$ cat config.mk
export PLATFORM = sky130hd
export DESIGN_NAME = line_engine
export DESIGN_NICKNAME = d
export VERILOG_FILES = /design/src/rtl/line_engine.sv
export SDC_FILE = /design/constraint.sdc
export NUM_CORES = 1
export LEC_CHECK = 0
export CAP_MARGIN = 30
export CORE_ASPECT_RATIO = 1.2
export CORE_MARGIN = 2
export CORE_UTILIZATION = 51
export CTS_BUF_LIST = sky130_fd_sc_hd__clkbuf_4 sky130_fd_sc_hd__clkbuf_8 sky130_fd_sc_hd__clkbuf_16
export DETAILED_ROUTE_END_ITERATION = 6
export GPL_ROUTABILITY_DRIVEN = 0
export PLACE_DENSITY = 0.82
export REMOVE_ABC_BUFFERS = 1
export SYNTH_ARGS = -nofsm -noshare
export SYNTH_HDL_FRONTEND = slang
export SYNTH_SLANG_ARGS = --single-unit
$ cat constraint.sdc
create_clock -name clk -period 5.2 [get_ports clk]
set_input_delay 1.04 -clock clk [delete_from_list [all_inputs] [get_ports clk]]
set_output_delay 1.04 -clock clk [all_outputs]
set_load 0.03 [all_outputs]
$ cat src/rtl/line_engine.sv
// line_engine: Bresenham line rasterizer issuing masked two-beat framebuffer writes
module line_engine (
  input  logic         clk,
  input  logic         rst,
  output logic         LE_ready,
  input  logic [31:0]  LE_color,
  input  logic         LE_color_valid,
  input  logic [19:0]  LE_point,
  input  logic         LE_point0_valid,
  input  logic         LE_point1_valid,
  input  logic         LE_trigger,
  input  logic [31:0]  LE_frame,
  input  logic         af_full,
  input  logic         wdf_full,
  output logic         af_wr_en,
  output logic [30:0]  af_addr_din,
  output logic         wdf_wr_en,
  output logic [127:0] wdf_din,
  output logic [15:0]  wdf_mask_din
);
  typedef enum logic [1:0] {IDLE, SETUP, WRITE0, WRITE1} state_t;
  state_t state_q, state_d;
  logic [31:0] color_q, color_d;
  logic [8:0] frame_q, frame_d;
  logic [9:0] x0_q, x0_d, y0_q, y0_d, x1_q, x1_d, y1_q, y1_d, x_q, x_d, y_q, y_d;
  logic [9:0] adx, ady;
  logic signed [12:0] dx_q, dx_d, dy_q, dy_d, err_q, err_d;
  logic signed [13:0] e2;
  logic sx_q, sx_d, sy_q, sy_d;
  logic [15:0] pix_mask;
  logic unused_frame;
  assign unused_frame = ^{LE_frame[31], LE_frame[21:0]};
  assign adx = x0_q < x1_q ? x1_q - x0_q : x0_q - x1_q;
  assign ady = y0_q < y1_q ? y1_q - y0_q : y0_q - y1_q;
  assign e2 = {err_q, 1'b0};
  // Sequencer: command capture, setup and the Bresenham step taken once beat 1 is accepted
  always_comb begin
    state_d = state_q;
    color_d = color_q;
    frame_d = frame_q;
    x0_d = x0_q;
    y0_d = y0_q;
    x1_d = x1_q;
    y1_d = y1_q;
    x_d = x_q;
    y_d = y_q;
    dx_d = dx_q;
    dy_d = dy_q;
    err_d = err_q;
    sx_d = sx_q;
    sy_d = sy_q;
    case (state_q)
      IDLE: begin
        if (LE_color_valid) color_d = LE_color;
        if (LE_point0_valid) {x0_d, y0_d} = LE_point;
        if (LE_point1_valid) {x1_d, y1_d} = LE_point;
        if (LE_trigger) begin
          frame_d = LE_frame[30:22];
          state_d = SETUP;
        end
      end
      SETUP: begin
        dx_d = {3'b0, adx};
        dy_d = -{3'b0, ady};
        sx_d = !(x0_q < x1_q);
        sy_d = !(y0_q < y1_q);
        err_d = {3'b0, adx} - {3'b0, ady};
        x_d = x0_q;
        y_d = y0_q;
        state_d = WRITE0;
      end
      WRITE0: state_d = (!af_full && !wdf_full) ? WRITE1 : WRITE0;
      WRITE1: begin
        if (!wdf_full) begin
          if (x_q == x1_q && y_q == y1_q) state_d = IDLE;
          else begin
            state_d = WRITE0;
            if (e2 >= dy_q) begin
              err_d = err_d + dy_q;
              x_d = sx_q ? x_q - 10'd1 : x_q + 10'd1;
            end
            if (e2 <= dx_q) begin
              err_d = err_d + dx_q;
              y_d = sy_q ? y_q - 10'd1 : y_q + 10'd1;
            end
          end
        end
      end
      default: state_d = IDLE;
    endcase
  end
  // State and datapath registers
  always_ff @(posedge clk) begin
    if (rst) begin
      state_q <= IDLE;
      color_q <= '0;
      frame_q <= '0;
      x0_q <= '0;
      y0_q <= '0;
      x1_q <= '0;
      y1_q <= '0;
      x_q <= '0;
      y_q <= '0;
      dx_q <= '0;
      dy_q <= '0;
      err_q <= '0;
      sx_q <= 1'b0;
      sy_q <= 1'b0;
    end else begin
      state_q <= state_d;
      color_q <= color_d;
      frame_q <= frame_d;
      x0_q <= x0_d;
      y0_q <= y0_d;
      x1_q <= x1_d;
      y1_q <= y1_d;
      x_q <= x_d;
      y_q <= y_d;
      dx_q <= dx_d;
      dy_q <= dy_d;
      err_q <= err_d;
      sx_q <= sx_d;
      sy_q <= sy_d;
    end
  end
  // Write port: enables gated only by state and full flags, data from registers
  always_comb begin
    pix_mask = ~(16'h000F << {x_q[1:0], 2'b00});
    LE_ready = state_q == IDLE;
    af_wr_en = state_q == WRITE0 && !af_full && !wdf_full;
    wdf_wr_en = af_wr_en || (state_q == WRITE1 && !wdf_full);
    af_addr_din = {frame_q, y_q, x_q[9:3], 5'b0};
    wdf_din = {4{color_q}};
    wdf_mask_din = ((state_q == WRITE0 && !x_q[2]) || (state_q == WRITE1 && x_q[2])) ? pix_mask : 16'hFFFF;
  end
endmodule

**Run 1: signal wires by layer**

Bar = 50 µm. Two of the layers only.
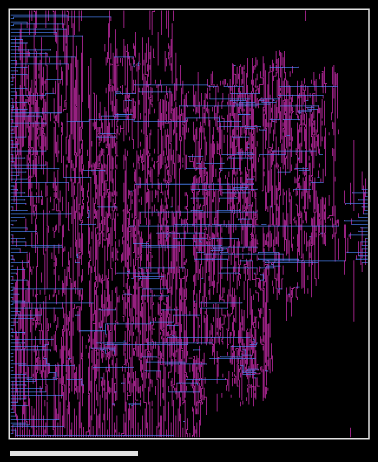
[magenta] metal 2 | wire length: 16500 µm
[blue] metal 3 | wire length: 2750 µm
Vias: 10.6k
GRT Total Usage: 0.281
wire per inst: 18.0 µm
Routed WL: 33100 µm

**Run 1: clock nets**

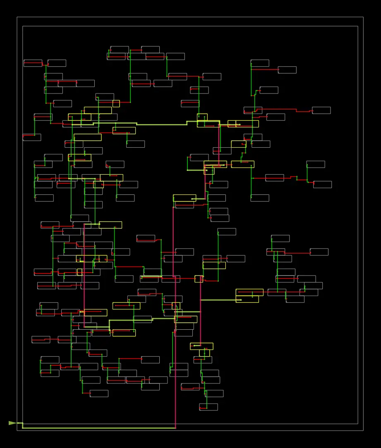
flip-flops: 141
CTS Buf Count: 17

**Run 1: clock distribution**

Bar = 50 µm.
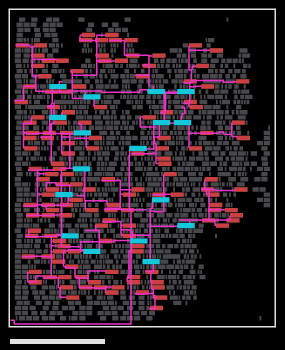
[cyan] clock drivers | count: 17
[red] flip-flops | count: 141
[magenta] clock wires | length: 1830 µm
routed clock nets: 18

==> impl_metrics.json, run 1 <==
{
  "status": "completed",
  "drt-initial-drc-count": 765,
  "fin_crit_sh": 0.925,
  "largest_register": "color_q",
  "ys_async_sr_fraction": 0,
  "finClkSkew_ps": 19.0,
  "hold_class": "reg2reg",
  "drive_gt1_frac": 0.0478,
  "logic_area_mm2": 0.00689,
  "p_int_uw": 3230,
  "crit_buf_inv": 2,
  "final_max_slew_viol_count": 0,
  "relSlewSlack": 0.356,
  "p_seq_frac": 0.243,
  "post_cts_buffers": 0,
  "start_kind": "register",
  "taps": 274,
  "clock_latency_ps": 440,
  "combPwrFrac": 0.513,
  "hold_ws_ps": 462,
  "critPathTopFamily": "AND-OR/OR-AND gates",
  "clockRootBuffer": "clkbuf_16",
  "clock_power_share": 0.244,
  "largestRegisters": "color_q x32, dy_q x13, err_q x13",
  "synth-edff-count": 0,
  "buffers": 254,
  "sh_comb_area": 0.504,
  "hpwlAfterDp_um": 25400,
  "fin_tns_setup_ps": 0,
  "clk_share": 0.0479,
  "dp.cells": 1811,
  "instances_no_fill": 1844,
  "p_leak_uw": 0.00564,
  "worstPathArrival_ps": 5130,
  "lay_top_count": "clkdlybuf4s50_1",
  "grt_pass1_wl_um": 52800,
  "cp-end-kind": "register",
  "pin_count": 270,
  "pg_seq_uw": 1350,
  "rsz0062_at_grt": "false",
  "fillerInstances": 1814,
  "powerDensity_mw_per_mm2": 407,
  "drtPass1Iterations": 5,
  "met1_length_um": 12600,
  "largest_register_ffs": 32,
  "holdPathEnd": "frame_q[8]"
}
**Run 1: cells colored by class**

Fill, decap, tap and diode cells in gray.
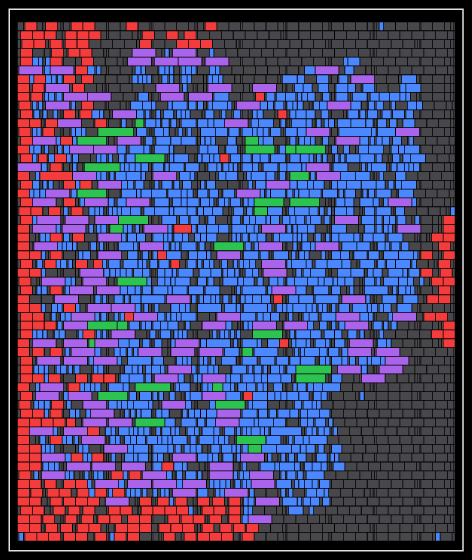

==> run 2: changes to the inputs <==
Settings changed: GPL_ROUTABILITY_DRIVEN 0 to default.
**Run 2: cells colored by class**

Fill, decap, tap and diode cells in gray.
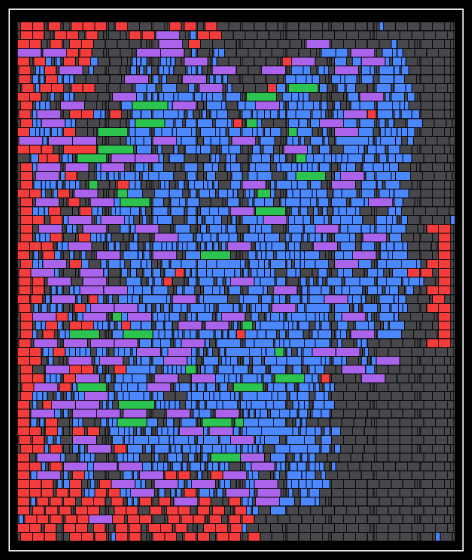
[red] other buffers and delay cells | cells: 253
[green] clock drivers and dummy loads | cells: 31
[purple] flops | cells: 141
[blue] combinational and other logic | cells: 1143

==> impl_metrics.json, run 2 <==
{
  "critPathTopFamily": "AND-OR/OR-AND gates",
  "final_max_slew_viol_count": 0,
  "pg_seq_uw": 1340,
  "powerDensity_mw_per_mm2": 403,
  "track_usage": 0.278,
  "cp-end-kind": "register",
  "dp.cells": 1811,
  "drive_gt1_frac": 0.0478,
  "relSlewSlack": 0.309,
  "largest_register": "color_q",
  "wl_per_cell_um": 18.1,
  "ys_async_sr_fraction": 0,
  "vias": 10600,
  "fillerInstances": 1820,
  "drtPass1Iterations": 6,
  "p_seq_frac": 0.245,
  "seq_cell_count": 141,
  "vdd_drop_max_v": 0.000262,
  "crit_buf_inv": 2,
  "hpwlAfterDp_um": 25400,
  "grt_pass1_wl_um": 52200,
  "taps": 274,
  "post_cts_buffers": 0,
  "buffers": 253,
  "holdPathEnd": "frame_q[1]",
  "status": "completed",
  "rsz0062_at_grt": "false",
  "clk_share": 0.0447,
  "reg2reg_depth": 20,
  "combPwrFrac": 0.522,
  "clock_power_share": 0.233,
  "fin_tns_setup_ps": 0,
  "met1_length_um": 12800,
  "lay_top_count": "clkdlybuf4s50_1",
  "clock_latency_ps": 430,
  "synth-edff-count": 0,
  "p_int_uw": 3170,
  "fin_crit_sh": 0.925,
  "hold_ws_ps": 453,
  "clockRootBuffer": "clkbuf_16",
  "place_area_mm2": 0.0130,
  "worstPathArrival_ps": 5100
}
**Run 2: signal wires by layer**

Bar = 50 µm. Two of the layers only.
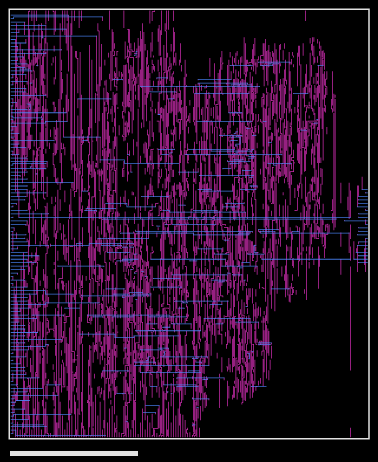
[blue] metal 3 | wire length: 2770 µm
[magenta] metal 2 | wire length: 16300 µm

**Run 2: where the registers sit**

Bar = 50 µm. Other sequential cells in the stronger gray, the rest of the logic in the fainter gray.
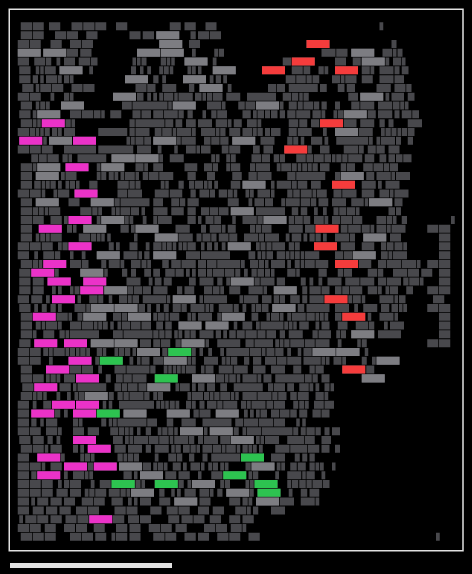

==> run 3: changes to the inputs <==
Settings changed: CORE_MARGIN 2 to default, CTS_BUF_LIST sky130_fd_sc_hd__clkbuf_4 sky130_fd_sc_hd__clkbuf_8 sky130_fd_sc_hd__clkbuf_16 to sky130_fd_sc_hd__clkbuf_16.
**Run 3: where the registers sit**

Bar = 50 µm. Other sequential cells in the stronger gray, the rest of the logic in the fainter gray.
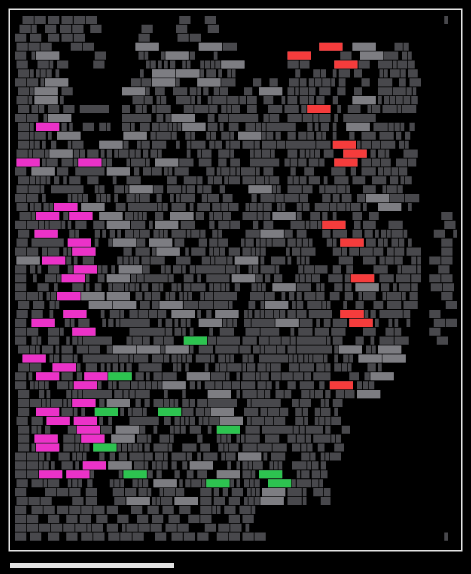
[magenta] `color_q` | flops: 32
[red] `err_q` | flops: 13
[green] `y0_q` | flops: 10

==> impl_metrics.json, run 3 <==
{
  "hold_class": "reg2reg",
  "clock_latency_ps": 430,
  "fin_tns_setup_ps": 0,
  "start_kind": "register",
  "fin_crit_sh": 0.923,
  "dp.cells": 1814,
  "largest_register_ffs": 32,
  "sh_comb_area": 0.505,
  "crit_buf_inv": 2,
  "status": "completed",
  "hold_ws_ps": 459,
  "fillerInstances": 1826,
  "largest_register": "color_q",
  "wl_per_cell_um": 17.8,
  "p_leak_uw": 0.00564,
  "cts-buffers-inserted": 17,
  "clockRootBuffer": "clkbuf_16",
  "drtPass1Iterations": 7,
  "hpwlAfterDp_um": 24900,
  "critPathTopFamily": "AND-OR/OR-AND gates",
  "met1_length_um": 12800,
  "p_seq_frac": 0.244,
  "grt_pass1_wl_um": 51500,
  "drive_gt1_frac": 0.0496,
  "rsz0062_at_grt": "false",
  "instances_no_fill": 1846,
  "p_int_uw": 3190,
  "cp-end-kind": "register",
  "post_cts_buffers": 0,
  "track_usage": 0.295,
  "pin_count": 270,
  "worstPathArrival_ps": 5100,
  "logic_area_mm2": 0.00689,
  "pg_seq_uw": 1340,
  "seq_cell_count": 141,
  "clock_power_share": 0.233,
  "synth-edff-count": 0,
  "ys_async_sr_fraction": 0,
  "drt-initial-drc-count": 725,
  "lay_top_count": "clkdlybuf4s50_1",
  "taps": 274
}
**Run 3: signal wires by layer**

Bar = 50 µm. Two of the layers only.
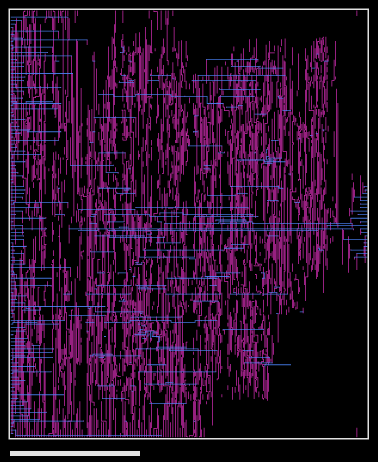
[blue] metal 3 | wire length: 2550 µm
[magenta] metal 2 | wire length: 16200 µm
Routed WL: 32900 µm
Vias: 10.5k

